`config.mk`:
```
export PLATFORM = sky130hd
export DESIGN_NAME = mem_arbiter
export DESIGN_NICKNAME = d
export VERILOG_FILES = /design/src/rtl/mem_arb_pkg.sv /design/src/rtl/mem_arbiter.sv
export SDC_FILE = /design/constraint.sdc
export NUM_CORES = 1
export LEC_CHECK = 0
export CAP_MARGIN = 40
export CORE_MARGIN = 3
export CORE_UTILIZATION = 31
export CTS_BUF_LIST = sky130_fd_sc_hd__clkbuf_16
export CTS_CLUSTER_DIAMETER = 100
export DETAILED_ROUTE_END_ITERATION = 10
export GPL_TIMING_DRIVEN = 0
export PLACE_DENSITY = 0.87
export SETUP_SLACK_MARGIN = 0.1
export SYNTH_ARGS = -nofsm -noshare
export SYNTH_HDL_FRONTEND = slang
export SYNTH_SLANG_ARGS = --single-unit
export TNS_END_PERCENT = 30
```
`constraint.sdc`:
```
create_clock -name clk -period 5.9 [get_ports clk]
set_input_delay 1.18 -clock clk [delete_from_list [all_inputs] [get_ports clk]]
set_output_delay 1.18 -clock clk [all_outputs]
set_load 0.01 [all_outputs]
```
`src/rtl/mem_arb_pkg.sv`:
```
// Shared definitions for the fetch/data memory arbiter: read-return owner
// encoding and default parameter values.
package mem_arb_pkg;

    localparam int DEF_STARVE_MAX = 3;
    localparam int DEF_AW         = 16;

    // Who owns the RAM read data returning in the current cycle.
    typedef enum logic [1:0] {
        NONE     = 2'd0,
        FETCH_RD = 2'd1,
        DATA_RD  = 2'd2
    } owner_e;

endpackage

```
`src/rtl/mem_arbiter.sv`:
```
// Two-port arbiter (instruction fetch, data load/store) onto one single-port
// synchronous RAM. Grants are combinational; read data returns one cycle later
// and is steered back to whichever requester issued the read.
//
// Handshake: a requester raises *_req with its address/data stable and keeps
// them stable until it sees *_gnt high in the same cycle; the access is taken
// on that rising edge. A read answers with a one-cycle *_rvalid pulse exactly
// one cycle after its grant; writes complete in the grant cycle and never
// produce *_rvalid. Dropping a request before its grant cancels it.
module mem_arbiter
    import mem_arb_pkg::*;
#(
    parameter int STARVE_MAX = DEF_STARVE_MAX,
    parameter int AW         = DEF_AW
) (
    input  logic          clk,
    input  logic          reset,
    input  logic          f_req,
    input  logic [AW-1:0] f_addr,
    output logic          f_gnt,
    output logic          f_rvalid,
    output logic [AW-1:0] f_rdata,
    input  logic          d_req,
    input  logic          d_we,
    input  logic [AW-1:0] d_addr,
    input  logic [AW-1:0] d_wdata,
    output logic          d_gnt,
    output logic          d_rvalid,
    output logic [AW-1:0] d_rdata,
    output logic          ram_en,
    output logic          ram_we,
    output logic [AW-1:0] ram_addr,
    output logic [AW-1:0] ram_wdata,
    input  logic [AW-1:0] ram_rdata,
    output logic [15:0]   conflict_cnt,
    output owner_e        owner_dbg
);

    // Wide enough to hold STARVE_MAX itself (at least one bit).
    localparam int SW = (STARVE_MAX < 1) ? 1 : $clog2(STARVE_MAX + 1);
    localparam logic [SW-1:0] STARVE_LIM = SW'(STARVE_MAX);

    owner_e        owner_q,    owner_d;
    logic [SW-1:0] starve_q,   starve_d;
    logic [15:0]   conflict_q, conflict_d;
    logic          fetch_turn;

    // Grant decision: data has priority unless fetch has waited STARVE_MAX grants.
    always_comb begin
        fetch_turn = f_req && (starve_q == STARVE_LIM);
        f_gnt      = 1'b0;
        d_gnt      = 1'b0;
        if (!reset) begin
            if (fetch_turn) begin
                f_gnt = 1'b1;
            end else if (d_req) begin
                d_gnt = 1'b1;
            end else if (f_req) begin
                f_gnt = 1'b1;
            end
        end
    end

    // RAM strobe and address/data mux from whichever requester holds the grant.
    always_comb begin
        ram_en    = f_gnt | d_gnt;
        ram_we    = d_gnt & d_we;
        ram_addr  = '0;
        ram_wdata = '0;
        if (d_gnt) begin
            ram_addr  = d_addr;
            ram_wdata = d_wdata;
        end else if (f_gnt) begin
            ram_addr  = f_addr;
        end
    end

    // Next-state for return owner, starvation counter and conflict counter.
    always_comb begin
        owner_d    = NONE;
        starve_d   = starve_q;
        conflict_d = conflict_q;

        if (f_gnt) begin
            owner_d = FETCH_RD;
        end else if (d_gnt && !d_we) begin
            owner_d = DATA_RD;
        end

        if (f_gnt || !f_req) begin
            starve_d = '0;
        end else if (d_gnt && (starve_q != STARVE_LIM)) begin
            starve_d = starve_q + SW'(1);
        end

        if (f_req && d_req && (conflict_q != 16'hFFFF)) begin
            conflict_d = conflict_q + 16'd1;
        end
    end

    // State registers; reset drops any read return still in flight.
    always_ff @(posedge clk or posedge reset) begin
        if (reset) begin
            owner_q    <= NONE;
            starve_q   <= '0;
            conflict_q <= '0;
        end else begin
            owner_q    <= owner_d;
            starve_q   <= starve_d;
            conflict_q <= conflict_d;
        end
    end

    // Read-return steering; data lines stay at zero when not valid.
    always_comb begin
        f_rvalid = (owner_q == FETCH_RD);
        d_rvalid = (owner_q == DATA_RD);
        f_rdata  = f_rvalid ? ram_rdata : '0;
        d_rdata  = d_rvalid ? ram_rdata : '0;
    end

    assign conflict_cnt = conflict_q;
    assign owner_dbg    = owner_q;

endmodule

```
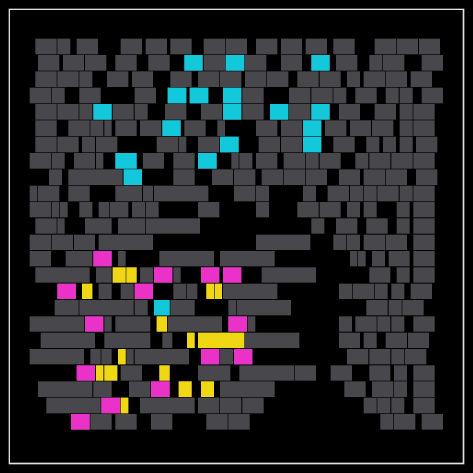
run_1/logic_types.png
Scale: 6 px per um.
- magenta: xor and xnor cells (cells 14; most used xor2_1)
- yellow: nand cells (cells 15; most used nand2_1)
- cyan: non-inverting ao/oa cells (cells 18; most used a22o_1)

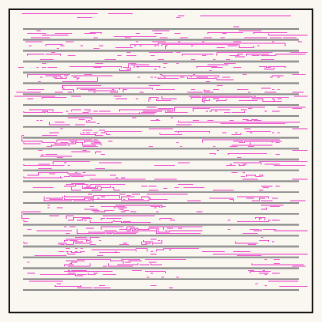
run_1/layer_met1.png
Scale: 4 px per um. Supply wires on this layer in grey.
- share of all routed wire: 36%
- nets with wire on the layer: 338
- main direction: horizontal
- wire length on this layer: 2120 um

==> impl_metrics.env, run 1 <==
# yosys + openroad results
export IMPL_top_area_frac=0.335
export IMPL_synth_main_ff_cell="dfrtp_1"
export IMPL_finalClockSkew_ps=2.11
export IMPL_grt_first_pass_wirelength_um=8270
export IMPL_syn_area_um2=1500
export IMPL_ff2ff_path_depth=4
export IMPL_setup_violations=0
export IMPL_cp_data_required_time_ps=4720
export IMPL_clock_path_buffers=2
export IMPL_reg2reg_setup_slack_ps=4030
export IMPL_hpwlAfterDp_um=5050
export IMPL_inverters_excl_clock=3
export IMPL_hold_buffers=0
export IMPL_drc=0
export IMPL_drt_iter0_drc=22
export IMPL_place_congestion=0.710
export IMPL_yosysUniqueCellTypes=33
export IMPL_power_per_cell_area_nw_per_um2=177
export IMPL_largest_cell_class="buffers"
export IMPL_outcome="finished, final reports clean"
export IMPL_seqAreaFraction=0.157
export IMPL_crit_start="reset"
export IMPL_hold_worst_slack_ps=509
export IMPL_most_common_cell="and2_1"
export IMPL_common_cells="and2_1 (50), dfrtp_1 (20), a22o_1 (16)"
export IMPL_async_flop_share=1.00
export IMPL_critical_path_buf_inv_count=5
export IMPL_yosys_area_share_simple=0.400
export IMPL_top_logic_kind="simple AND/OR/NAND/NOR gates"
export IMPL_fp_util=0.332
export IMPL_flops=20
export IMPL_bufAreaShareNonClock=0.496
export IMPL_path_depth=7
export IMPL_avgSynthCellArea_um2=9.17
export IMPL_worstMarginPinSlew_ps=781
export IMPL_yosys_area_share_xor_xnor=0.0820
export IMPL_final_cells=373
export IMPL_fa_ha_area_frac=0.0167
export IMPL_cts_htree_levels=1
export IMPL_critPathMaxFanout=21
export IMPL_setup_tns_ps=0
export IMPL_rr_startpoint="conflict_cnt[7]$_DFFE_PP0P_"
export IMPL_antenna_cells=0
export IMPL_max_stage_delay_ps=610
export IMPL_post_place_cells=370
export IMPL_peakVddDrop_mv=0.279
export IMPL_vias_per_cell=4.87
export IMPL_top_area_cell="dfrtp_1"
export IMPL_place_area_um2=3110
export IMPL_slew_headroom=0.479
export IMPL_syn_nets=234
export IMPL_hold_end="conflict_cnt[15]$_DFFE_PP0P_"
export IMPL_fmax_mhz=205
export IMPL_layout_area_comb_um2=953
export IMPL_leakage_nw=1.30
export IMPL_hp_class="flop to flop"
export IMPL_ant_nets=0
export IMPL_postSynthSeqShare=0.335
export IMPL_rsz0062_at_grt="no"
export IMPL_syn_inst=163
export IMPL_register_area_um2=500
export IMPL_antenna_found_initial=0
export IMPL_final_area_um2=3190
export IMPL_routed_wl_um=5890
export IMPL_numClockSinks=20
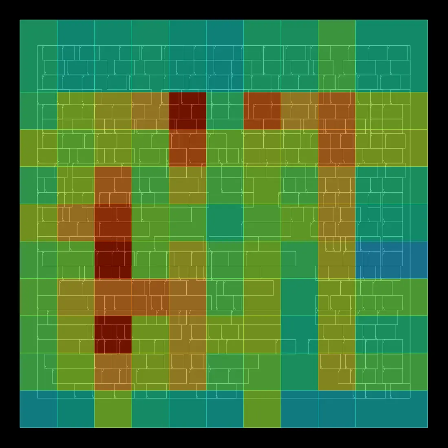
run_1/congestion.png
met3 Track Usage GR: 0.0646
fin util: 0.708
Most Crowded Layer GR: met2
met1 usage: 0.210
met2 Use GR: 0.340

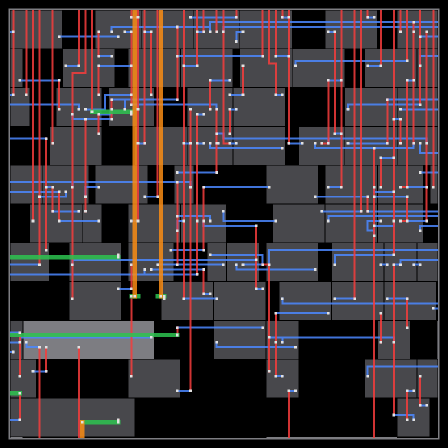
run_1/detail.png
Window x 23 to 53, y 38 to 68 um. Cells in grey, sequential cells in the stronger grey; small squares are vias.
- red: metal 2
- blue: metal 1
- green: metal 3
- orange: metal 4
- netlist names of flops here include: starve_q (1)
- sequential cells in the window: 1
- cells with their middle in the window: 65
- most frequent: clkdlybuf4s50_1 (38), a22o_1 (14), and2_1 (5)

[run 1: metal layers]
layer,vias up,share of wire,global-route usage,wire length (um)
met5,-,0,0,0
met4,0,0.017,0.0350,102
met3,11,0.10,0.0646,587
met2,86,0.52,0.340,3080
met1,832,0.36,0.210,2120
li1,887,-,-,-
[run 1: where the power goes]
| group | leakage [nW] | internal [mW] | total [mW] | switching (mW) |
|---|---|---|---|---|
| Clock | 0.0370 | 0.0893 | 0.136 | 0.0465 |
| Sequential | 0.256 | 0.162 | 0.202 | 0.0393 |
| Combinational | 1.01 | 0.143 | 0.227 | 0.0836 |
[run 1: kinds of logic after synthesis]
group                    after synthesis
AND/OR/NAND/NOR                       93
buffers and inverters                 11
adder cells (fa/ha/maj)                2
XOR/XNOR                              14
multiplexers                           1
flip-flops                            20
AND-OR/OR-AND                         22
--- run 2 (diff from run 1) ---
Settings changed: CORE_UTILIZATION 31 to 26, PLACE_DENSITY 0.87 to 0.78.
Clock period 5.9 ns to 4 ns, I/O delays scaled along.
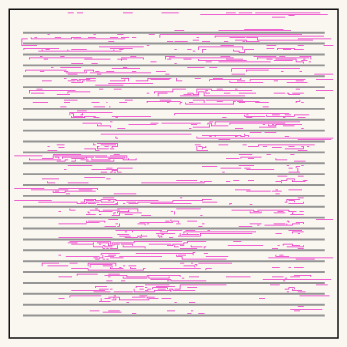
run_2/layer_met1.png
Scale: 4 px per um. Supply wires on this layer in grey.
- wire length on this layer: 2420 um
- share of all routed wire: 38%
- main direction: horizontal
- longest straight run: 35.4 um
- nets with wire on the layer: 340

==> run 2 against run 1 <==
Compared with the run above: critical path depth is the same; register-to-register slack lost 1900 ps; area after synthesis is the same; global-route usage shrank 1.1 points; clock skew shrank 1.1 ps; total power grew 49%; count of clock-buffer cells in the layout is the same; worst setup slack lost 790 ps.
==> impl_metrics.env, run 2 <==
# yosys + openroad results
export IMPL_outcome="finished, final reports clean"
export IMPL_reg2reg_setup_slack_ps=2150
export IMPL_hpwlAfterDp_um=5490
export IMPL_route_met3_wl_um=541
export IMPL_clock_path_buffers=2
export IMPL_crit_start="d_req"
export IMPL_fin_util=0.609
export IMPL_path_depth=7
export IMPL_peakVddDrop_mv=0.283
export IMPL_numClockSinks=20
export IMPL_place_congestion=0.759
export IMPL_routed_wl_met2_um=3380
export IMPL_syn_area_um2=1500
export IMPL_ff2ff_path_depth=4
export IMPL_grt_first_pass_wirelength_um=8960
export IMPL_grtUsageMet1=0.196
export IMPL_most_common_cell="and2_1"
export IMPL_postSynthSeqShare=0.335
export IMPL_yosys_area_share_xor_xnor=0.0820
export IMPL_dr_max_layer_used="met4"
export IMPL_final_layout_size_suffix_gt1_frac=0.0585
export IMPL_critical_path_buf_inv_count=5
export IMPL_fa_ha_area_frac=0.0167
export IMPL_slew_headroom=0.610
export IMPL_gr_usage_met2=0.322
export IMPL_antenna_found_initial=0
export IMPL_top_area_frac=0.335
export IMPL_met3_usage=0.0450
export IMPL_post_place_cells=388
export IMPL_top_logic_kind="simple AND/OR/NAND/NOR gates"
export IMPL_yosys_area_share_simple=0.400
export IMPL_fp_util=0.280
export IMPL_fmax_mhz=265
export IMPL_hold_worst_slack_ps=498
export IMPL_antenna_cells=0
export IMPL_top_area_cell="dfrtp_1"
export IMPL_common_cells="and2_1 (50), dfrtp_1 (20), a22o_1 (16)"
export IMPL_rr_startpoint="conflict_cnt[7]$_DFFE_PP0P_"
export IMPL_hold_end="conflict_cnt[15]$_DFFE_PP0P_"
export IMPL_setup_tns_ps=0
export IMPL_leakage_nw=1.32
export IMPL_final_cells=395
export IMPL_wl_met1_um=2420
export IMPL_final_area_um2=3250
export IMPL_syn_inst=163
export IMPL_place_area_um2=3130
export IMPL_vias_per_cell=4.61
export IMPL_async_flop_share=1.00
export IMPL_finalClockSkew_ps=1.02
export IMPL_cts_htree_levels=1
export IMPL_hp_class="flop to flop"
export IMPL_synth_main_ff_cell="dfrtp_1"
export IMPL_cp_data_required_time_ps=3200
export IMPL_max_stage_delay_ps=540
export IMPL_syn_nets=234
export IMPL_ant_nets=0
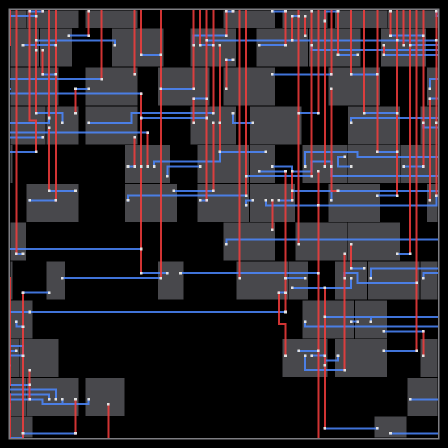
run_2/detail.png
Window x 26 to 56, y 42 to 72 um. Cells in grey, sequential cells in the stronger grey; small squares are vias.
- red: metal 2
- blue: metal 1
- sequential cells in the window: 0
- most frequent: clkdlybuf4s50_1 (27), a22o_1 (7), and2_1 (5)
- cells with their middle in the window: 48

[run 2: cell counts after synthesis]
Identical to the previous run, type by type.
[run 2: cell type report]
cell class              instances  area [um^2]  area share
plain buffers                   8         32.5      0.0100
clock buffers                   3         75.1      0.0231
clock inverters                 1         3.75     0.00116
inverters                       3         15.0     0.00462
multi-input cells             132          961       0.296
flip-flops and latches         20          500       0.154
well taps                      70         87.6      0.0270
repair buffers                157         1570       0.482
repair inverters                1         5.00     0.00154
[run 2: power breakdown]
| part | total [mW] | switching, mW | internal (mW) |
|---|---|---|---|
| registers | 0.297 | 0.0580 | 0.239 |
| logic | 0.342 | 0.128 | 0.213 |
| clock network | 0.201 | 0.0678 | 0.133 |
[run 2: repair_timing]
action	CTS	global route
gates resized	3	2
endpoints found under the setup margin	12	11
setup buffers	0	2
hold buffers	0	0
cloned	1	0
--- run 3 (diff from run 2) ---
Settings changed: CORE_MARGIN 3 to not set.
==> run 3 against run 2 <==
Compared with the run above: final area decreased by 0.39%; area after synthesis stayed put; count of clock-buffer cells in the layout did not move; sequential share of layout area up 0.060 points; non-clock buffer count fell by 2; cell count decreased by 0.25%; critical path depth down 1; critical path type unchanged; largest power group unchanged.
==> impl_metrics.env, run 3 <==
# yosys + openroad results
export IMPL_layout_area_comb_um2=961
export IMPL_finalClockSkew_ps=2.46
export IMPL_rr_startpoint="conflict_cnt[7]$_DFFE_PP0P_"
export IMPL_drt_iter0_drc=37
export IMPL_fa_ha_area_frac=0.0167
export IMPL_cp_data_required_time_ps=3200
export IMPL_grt_first_pass_wirelength_um=8710
export IMPL_seqPwrFrac=0.358
export IMPL_grt_max_degree=12
export IMPL_vias_per_cell=4.62
export IMPL_drc=0
export IMPL_clockPowerShare=0.239
export IMPL_sw_frac_of_total=0.300
export IMPL_layout_top_cell="clkdlybuf4s50_1"
export IMPL_routed_wl_um=5830
export IMPL_final_layout_size_suffix_gt1_frac=0.0559
export IMPL_outcome="finished, final reports clean"
export IMPL_max_stage_delay_ps=580
export IMPL_cts_htree_levels=1
export IMPL_yosysUniqueCellTypes=33
export IMPL_fp_util=0.270
export IMPL_hp_class="flop to flop"
export IMPL_worstMarginPinSlew_ps=608
export IMPL_hold_worst_slack_ps=501
export IMPL_seq_power_mw=0.299
export IMPL_yosys_area_share_xor_xnor=0.0820
export IMPL_top_logic_kind="simple AND/OR/NAND/NOR gates"
export IMPL_async_flop_share=1.00
export IMPL_combPwrFrac=0.403
export IMPL_post_place_cells=390
export IMPL_clock_net_power_mw=0.200
export IMPL_clock_path_buffers=2
export IMPL_rsz0062_at_grt="yes"
export IMPL_cp_end_kind="primary output"
export IMPL_most_common_cell="and2_1"
export IMPL_top_area_frac=0.335
export IMPL_final_cells=394
export IMPL_antenna_cells=0
export IMPL_hold_end="conflict_cnt[15]$_DFFE_PP0P_"
export IMPL_ff2ff_path_depth=4
export IMPL_place_congestion=0.731
export IMPL_cts_resized=3
export IMPL_numClockSinks=20
export IMPL_hpwlAfterDp_um=4710
export IMPL_antenna_found_initial=0
export IMPL_synth_main_ff_cell="dfrtp_1"
export IMPL_postSynthSeqShare=0.335
export IMPL_syn_nets=234
export IMPL_register_area_um2=500
export IMPL_maxPowerGroup="combinational cells"
export IMPL_top_area_cell="dfrtp_1"
export IMPL_power_per_cell_area_nw_per_um2=258
export IMPL_critPathMaxFanout=10
export IMPL_setup_tns_ps=0
export IMPL_syn_inst=163
export IMPL_reg2reg_setup_slack_ps=2130
export IMPL_ant_nets=0
export IMPL_p_int_mw=0.584
export IMPL_crit_start="d_req"
-- run 3: final cells by class --
type / count / area share
buffer: 7 / 0.00890
clock buffer: 3 / 0.0232
inverter: 3 / 0.00464
multi-input combinational: 132 / 0.297
sequential: 20 / 0.155
tap: 72 / 0.0279
timing repair buffer: 156 / 0.482
timing repair inverter: 1 / 0.00155
-- run 3: worst max-delay path: cells and delay by family --
kind | cells | cell delay, ps
AND/OR/NAND/NOR | 1 | 180
buffers and inverters | 4 | 1590
AND-OR/OR-AND | 1 | 390
-- run 3: metal layers --
layer / track usage / vias to the layer above / part of all wire
met4: 0.0509 / 0 / 0.014
met2: 0.332 / 80 / 0.51
li1: - / 889 / -
met5: 0 / - / 0
met1: 0.210 / 847 / 0.40
met3: 0.0471 / 6 / 0.074
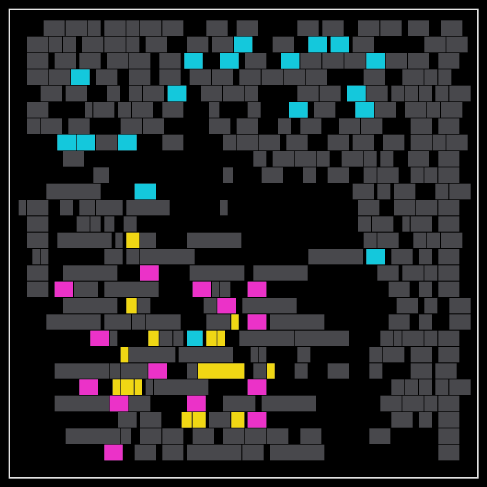
run_3/logic_types.png
Scale: 6 px per um.
- cyan: non-inverting ao/oa cells (cells 18; most used a22o_1)
- yellow: nand cells (cells 15; most used nand2_1)
- magenta: xor and xnor cells (cells 14; most used xor2_1)

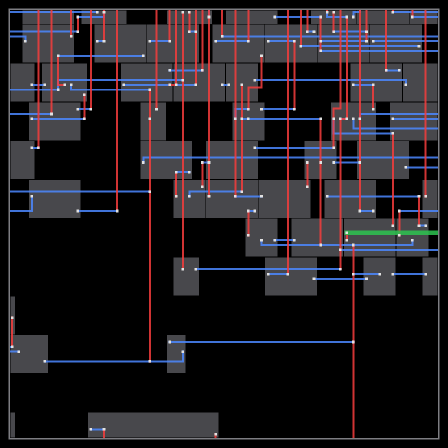
run_3/detail.png
Window x 24 to 54, y 39 to 69 um. Cells in grey, sequential cells in the stronger grey; small squares are vias.
- red: metal 2
- blue: metal 1
- green: metal 3
- most frequent: clkdlybuf4s50_1 (23), and2_1 (7)
- cells with their middle in the window: 36
- sequential cells in the window: 0

No activity file was given, so power comes from the tool's default toggle rates.
